$ cat src/rtl/hazard_scoreboard.sv
`default_nettype none
// ============================================================================
// Module   : hazard_scoreboard
// Purpose  : Register scoreboard for the 5-stage core. Tracks pending writes
//            from multi-cycle loads and from the iterative mult/div unit,
//            stalls F/D on RAW, WAW-on-multdiv and multdiv structural hazards,
//            and reports the stall cause.
// Revision : 1.0  initial release
// ============================================================================
module hazard_scoreboard #(
  parameter int NREGS     = 32,
  parameter int LOAD_LAT  = 1,
  parameter int MD_ENABLE = 1
) (
  input  logic             clock,
  input  logic             reset,
  input  logic [31:0]      ir_fd,
  input  logic [1:0]       fd_type,
  input  logic [31:0]      ir_dx,
  input  logic             dx_valid,
  input  logic             multdiv_ready,
  output logic             stall,
  output logic [1:0]       stall_cause,
  output logic             md_pending,
  output logic [NREGS-1:0] busy_mask
);

  localparam int RW = (NREGS > 1) ? $clog2(NREGS) : 1;

  localparam logic [4:0] c_OP_RTYPE = 5'b00000;
  localparam logic [4:0] c_OP_LW    = 5'b01000;
  localparam logic [4:0] c_OP_SW    = 5'b00111;
  localparam logic [4:0] c_OP_BNE   = 5'b00010;
  localparam logic [4:0] c_OP_BLT   = 5'b00110;
  localparam logic [4:0] c_ALU_MUL  = 5'b00110;
  localparam logic [4:0] c_ALU_DIV  = 5'b00111;

  localparam logic [1:0] c_T_R   = 2'b00;
  localparam logic [1:0] c_T_I   = 2'b01;
  localparam logic [1:0] c_T_JII = 2'b11;

  localparam logic [1:0] c_CAUSE_NONE = 2'b00;
  localparam logic [1:0] c_CAUSE_LOAD = 2'b01;
  localparam logic [1:0] c_CAUSE_MDRW = 2'b10;
  localparam logic [1:0] c_CAUSE_MDST = 2'b11;

  localparam logic [2:0] c_LOAD_INIT = 3'(LOAD_LAT - 1);

  // One-hot of a register index; register 0 and out-of-range indices map to
  // nothing, so callers never need to filter out $0 themselves.
  function automatic logic [NREGS-1:0] f_onehot(input logic [RW-1:0] idx,
                                                input logic en);
    logic [NREGS-1:0] v;
    v = '0;
    for (int i = 1; i < NREGS; i++) begin
      if (en && (idx == RW'(i))) v[i] = 1'b1;
    end
    return v;
  endfunction

  // Instruction fields
  logic [4:0]    w_fd_op, w_fd_alu, w_dx_op, w_dx_alu;
  logic [RW-1:0] w_fd_rd, w_fd_rs, w_fd_rt, w_dx_rd;

  assign w_fd_op  = ir_fd[31:27];
  assign w_fd_alu = ir_fd[6:2];
  assign w_fd_rd  = ir_fd[22 +: RW];
  assign w_fd_rs  = ir_fd[17 +: RW];
  assign w_fd_rt  = ir_fd[12 +: RW];
  assign w_dx_op  = ir_dx[31:27];
  assign w_dx_alu = ir_dx[6:2];
  assign w_dx_rd  = ir_dx[22 +: RW];

  // Not every instruction bit is decoded here; fold them into one sink.
  logic w_unused;
  assign w_unused = ^{ir_fd, ir_dx, multdiv_ready};

  logic             w_fd_is_md;
  logic             w_use_rs, w_use_rt, w_use_rd;
  logic [NREGS-1:0] w_src_mask;
  logic [NREGS-1:0] w_tgt_mask;
  logic             w_ld_issue;
  logic [NREGS-1:0] w_ld_onehot;

  // Decode which F/D fields are read as sources and whether F/D is a mult/div.
  always_comb begin
    w_fd_is_md = (fd_type == c_T_R) && (w_fd_op == c_OP_RTYPE) &&
                 ((w_fd_alu == c_ALU_MUL) || (w_fd_alu == c_ALU_DIV));
    w_use_rs   = (fd_type == c_T_R) || (fd_type == c_T_I);
    w_use_rt   = (fd_type == c_T_R);
    w_use_rd   = (fd_type == c_T_JII) ||
                 ((fd_type == c_T_I) &&
                  ((w_fd_op == c_OP_SW) || (w_fd_op == c_OP_BNE) ||
                   (w_fd_op == c_OP_BLT)));
    w_src_mask = f_onehot(w_fd_rs, w_use_rs) |
                 f_onehot(w_fd_rt, w_use_rt) |
                 f_onehot(w_fd_rd, w_use_rd);
    w_tgt_mask = f_onehot(w_fd_rd, w_fd_is_md);
    w_ld_issue = dx_valid && (w_dx_op == c_OP_LW) && (w_dx_rd != '0);
    w_ld_onehot = f_onehot(w_dx_rd, w_ld_issue);
  end

  // Per-register load down-counters; busy while nonzero.
  logic [NREGS-1:0] w_cnt_nz;

  for (genvar gi = 0; gi < NREGS; gi++) begin : g_cnt
    if (gi == 0) begin : g_zero
      assign w_cnt_nz[gi] = 1'b0;
    end else begin : g_reg
      logic [2:0] r_cnt;
      // Reload on a new load to this register, otherwise count down to zero.
      always_ff @(posedge clock) begin
        if (reset) begin
          r_cnt <= 3'd0;
        end else if (w_ld_onehot[gi]) begin
          r_cnt <= c_LOAD_INIT;
        end else if (r_cnt != 3'd0) begin
          r_cnt <= r_cnt - 3'd1;
        end
      end
      assign w_cnt_nz[gi] = (r_cnt != 3'd0);
    end
  end

  // Mult/div tracking
  logic          r_md_busy;
  logic [RW-1:0] r_md_rd;
  logic          w_md_issue;

  if (MD_ENABLE != 0) begin : g_md
    assign w_md_issue = dx_valid && (w_dx_op == c_OP_RTYPE) &&
                        ((w_dx_alu == c_ALU_MUL) || (w_dx_alu == c_ALU_DIV)) &&
                        (w_dx_rd != '0);
    // A new issue takes precedence over a completion in the same cycle.
    always_ff @(posedge clock) begin
      if (reset) begin
        r_md_busy <= 1'b0;
        r_md_rd   <= '0;
      end else if (w_md_issue) begin
        r_md_busy <= 1'b1;
        r_md_rd   <= w_dx_rd;
      end else if (multdiv_ready) begin
        r_md_busy <= 1'b0;
      end
    end
  end else begin : g_no_md
    assign w_md_issue = 1'b0;
    assign r_md_busy  = 1'b0;
    assign r_md_rd    = '0;
  end

  logic             w_md_live;
  logic             w_md_pend_now;
  logic [NREGS-1:0] w_md_mask;
  logic [NREGS-1:0] w_ld_busy;

  // Hazard evaluation and cause priority; a completing mult/div is free now.
  always_comb begin
    w_md_live     = r_md_busy && !multdiv_ready;
    w_md_pend_now = w_md_live || w_md_issue;
    w_md_mask     = f_onehot(w_dx_rd, w_md_issue) | f_onehot(r_md_rd, w_md_live);
    w_ld_busy     = w_cnt_nz | w_ld_onehot;
    stall_cause   = c_CAUSE_NONE;
    if (reset) begin
      stall_cause = c_CAUSE_NONE;
    end else if (w_fd_is_md && w_md_pend_now) begin
      stall_cause = c_CAUSE_MDST;
    end else if (|((w_src_mask | w_tgt_mask) & w_md_mask)) begin
      stall_cause = c_CAUSE_MDRW;
    end else if (|(w_src_mask & w_ld_busy)) begin
      stall_cause = c_CAUSE_LOAD;
    end
    stall = (stall_cause != c_CAUSE_NONE);
  end

  // Visible state: registered busy bits only, forced clear while in reset.
  always_comb begin
    busy_mask  = '0;
    md_pending = 1'b0;
    if (!reset) begin
      busy_mask  = w_cnt_nz | f_onehot(r_md_rd, r_md_busy);
      md_pending = r_md_busy;
    end
  end

endmodule
`default_nettype wire

$ cat config.mk
export PLATFORM = sky130hd
export DESIGN_NAME = hazard_scoreboard
export DESIGN_NICKNAME = d
export VERILOG_FILES = /design/src/rtl/hazard_scoreboard.sv
export SDC_FILE = /design/constraint.sdc
export NUM_CORES = 1
export LEC_CHECK = 0
export CAP_MARGIN = 5
export CORE_MARGIN = 2
export CORE_UTILIZATION = 46
export DETAILED_ROUTE_END_ITERATION = 7
export PLACE_DENSITY_LB_ADDON = 0.05
export SLEW_MARGIN = 0
export SYNTH_ARGS = -nofsm -noshare
export SYNTH_HDL_FRONTEND = slang
export SYNTH_SLANG_ARGS = --single-unit
export TNS_END_PERCENT = 30
$ cat constraint.sdc
create_clock -name clock -period 4.1 [get_ports clock]
set_input_delay 0.82 -clock clock [delete_from_list [all_inputs] [get_ports clock]]
set_output_delay 0.82 -clock clock [all_outputs]
set_load 0.02 [all_outputs]
### Layout detail

Region (52, 25) to (82, 55) µm. Cells in grey, sequential cells in the stronger grey; small squares are vias.
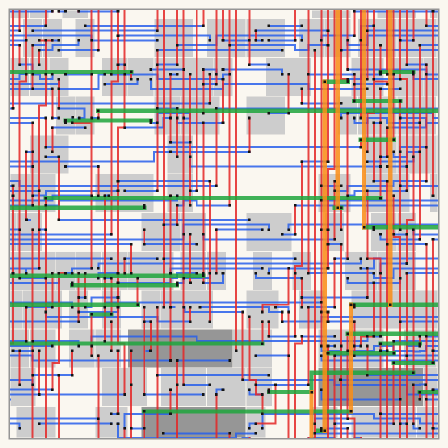
[M2] red
[M3] green
[M4] orange
[M1] blue
most frequent: buf_4 (15), nor2_1 (11), o21ai_0 (10)
cells with their middle in the window: 85
netlist names of flops here include: g_cnt.g_reg.r_cnt (3)
sequential cells in the window: 3

### Met4 routing

Scale: 4 px per µm. Supply wires on this layer in grey.
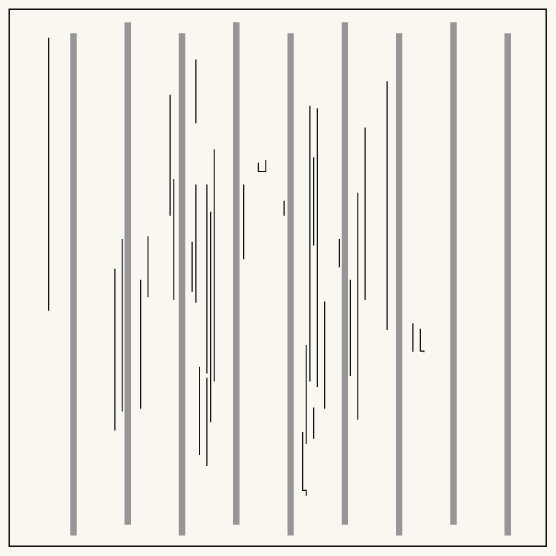
longest straight run: 69.4 µm
wire length on this layer: 984 µm
nets with wire on the layer: 28
share of all routed wire: 3.5%
main direction: vertical
Final Routed Wirelength: 28.3 mm
total via count in the routed design: 8,774

### Routing congestion

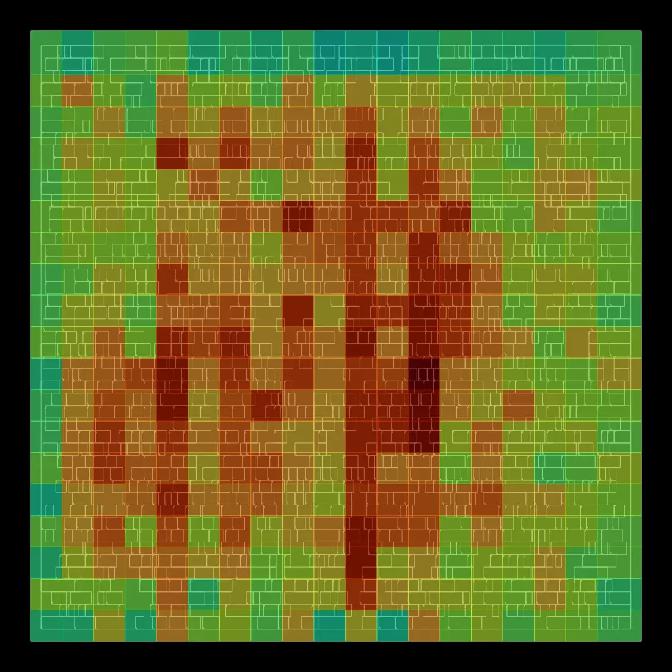
wire length per cell after detailed routing: 18.1 µm
met1 track utilization from global routing: 0.412
met3 capacity usage during global routing: 0.0590
total global-route track usage: 0.315
GR Util met2: 0.516

### Gate-type map

Scale: 4 px per µm.
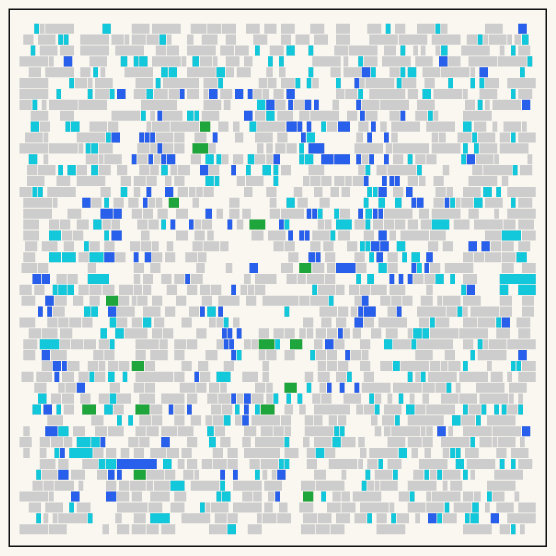
[nor cells] cyan | cells: 264 | most used: nor2_1 | where: all over the die
[non-inverting ao/oa cells] green | cells: 15 | most used: o22a_1
[nand cells] blue | cells: 159 | most used: nand2_1 | where: all over the die
combinational fraction of the cell area: 0.511
count of non-filler cells in the finished layout: 1,563
Top cell excl fill/tap: buf_4

### Wire density map

Scale: 3 px per µm. The die is cut into 27 by 27 equal tiles; white is low, dark blue is high, scaled to the fullest tile. Values are wire area over tile area, all layers added.
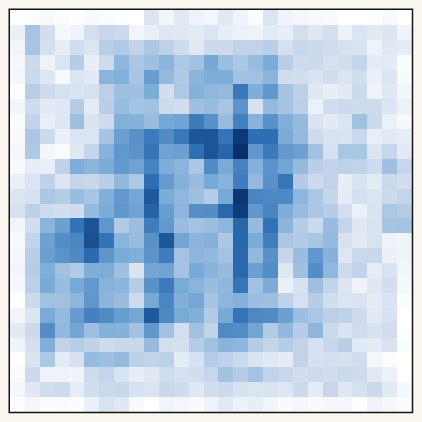
tiles over half the peak: 17%
nearly empty tiles: 3.6%
mean over tiles: 0.26

==> reports/metrics.yaml <==
start_kind: "input port"
number_of_global_route_vias_before_repair: 8291
period_minus_slack_ns: 4.50
io_pins: 106
crit_type: "in -> out"
floorplan.core_util: 0.470
max_slew.worst_pin.slew_ns: 0.877
finalHoldWorstSlack_ns: 0.486
timing.critical_path.required_ns: 3.28
postSynthRegisterBits: 99
yosys.area.top_type: "dfxtp_1"
final_util: 0.670
timing.critical_path.cells: "dlygate4sd2_1 > nor2b_4 > o31ai_4 > buf_6 > a221oi_4 > buf_4 > a21oi_1 > or4_1 > or4_4 > o41a_1 > buf_6"
violations: "setup timing"
totalPowerFinal_mw: 5.75
route.detailed.vias_per_inst: 5.61
critical_path_end_type: "output port"
worst_hold_startpoint: "g_cnt[1].g_reg.r_cnt[1]$_SDFFE_PP0N_"
crit_path_max_incr_delay_ns: 0.59
cell_internal_pwr_mw: 3.34
top_cell_area_share: 0.255
synth_area_per_cell_um2: 7.35
hold-path-cell-count: 2
total_iterations_of_the_first_detailed_routing_run: 6
critical_path_top_delay_cell: "or4_4"
arrival_time_worst_endpoint_ns: 3.68
worstRegToRegCells: 6
finalWorstSetupSlack_ns: -0.400
ant_nets: 0
ctsRootBufferMaster: "clkbuf_16"
synth.yosys.warnings: 0
path_clk_slew_ns: 0.07
comb_power_share: 0.584
synth.yosys.num_cells: 1056
finalSetupViolations: 3
hold_path_class: "reg -> reg"
leakagePower_nw: 4.63
reg2reg_setup_slack_ns: 2.63
grt_max_degree: 28
port-buffer-count: 78
run_status: "complete, but fails checks"
cts_sinks: 99
flip_flop_cell_with_the_highest_count_after_synthesis: "dfxtp_1"
p_seq_frac: 0.270
die.size.y_um: 134
antenna_found_initial: 0
==> Yosys cell counts, types with 10 or more instances <==
master    number
inv_1         70
nand3_1       13
a31oi_1       15
a21oi_1       60
mux2i_1       28
dfxtp_1       99
clkbuf_1      40
o21ai_0       45
o32ai_1       13
a22oi_1       10
a211oi_1      25
ha_1          62
o22ai_1       36
nor2_1       168
xnor2_1       31
nand2b_1      39
nor3_1        34
nor2b_1       42
nand2_1       89
==> worst max-delay path: cells and delay by family <==
family | cells | cell delay (ns)
AND-OR/OR-AND | 4 | 0.89
buffers and inverters | 4 | 0.73
AND/OR/NAND/NOR | 3 | 1.24
==> per-stage QoR <==
| stage | cells | cell area, µm² |
|---|---|---|
| floorplan | 1056 | 7770 |
| global placement | 1530 | 10300 |
| detailed placement | 1530 | 10300 |
| CTS | 1563 | 11000 |
| global route | 1563 | 11100 |
| finish | 1563 | 11100 |
==> flip-flops by register name, summed over array words and instances, names as in the netlist <==
name	count
g_cnt.g_reg.r_cnt	93
r_md_busy	1
r_md_rd	5
==> worst max-delay path by stage <==
| stage | from | to | cells after the start |
|---|---|---|---|
| 3_5_place_dp | ir_dx[22] | stall | 10 |
| 5_1_grt | ir_fd[3] | stall | 11 |
| 3_3_place_gp | fd_type[1] | stall | 11 |
| 4_1_cts | ir_dx[23] | stall | 11 |
| 2_1_floorplan | ir_dx[22] | stall | 8 |
| 6_report | ir_fd[29] | stall | 11 |
==> per-layer routing <==
metal,track usage,wire length (µm),vias to the layer above,part of all wire
li1,-,-,4304,-
met1,0.412,12600,4059,0.45
met2,0.516,12800,344,0.45
met3,0.0590,1830,67,0.065
met4,0.118,983,0,0.035
met5,0,0,-,0
==> layout by cell type (no fill, tap or decap), types with 4 or more instances in the layout <==
master,count
dlygate4sd2_1,20
a31oi_1,9
and3_1,4
a31oi_2,6
or3b_2,4
mux2i_1,28
a211oi_1,23
nor2b_1,39
inv_1,70
nor2_1,165
or4_1,5
buf_6,13
nand4b_1,5
buf_4,230
xnor2_1,31
clkdlybuf4s15_2,5
nor3_1,32
o21ai_0,41
nand2_1,86
clkbuf_16,9
a21oi_2,8
dfxtp_1,99
o22ai_1,34
a2111oi_0,5
nor4_1,7
clkdlybuf4s50_1,40
nand3_1,13
a22oi_1,9
nand4_1,5
ha_1,62
a21oi_1,51
buf_2,8
o21ai_1,5
nand2b_1,38
o32ai_1,13
nand3b_1,5
==> cells by family after synthesis <==
kind of cell    count (synthesis)  share of synthesized area
xor+xnor                       31                     0.0350
mux                            28                     0.0361
fa+ha+maj                      62                      0.100
buf+inv                       120                     0.0601
compound gates                255                      0.214
flops                          99                      0.255
simple gates                  460                      0.299
other cells                     1                   0.000483
==> repair_timing <==
action / 4_1_cts / 5_1_grt
hold endpoints to repair: 0 / 0
pin swaps: 35 / 6
resized: 168 / 8
cloned: 1 / 0
buffers inserted: 16 / 0
setup endpoints to repair: 3 / 3
==> cell type report <==
class / count / area (µm²)
Multi-Input combinational cell: 837 / 5650
Clock buffer: 11 / 243
Tap cell: 220 / 275
Fill cell: 1493 / 5460
Inverter: 70 / 263
Sequential cell: 99 / 1980
Timing Repair Buffer: 321 / 2610
Clock inverter: 5 / 42.5
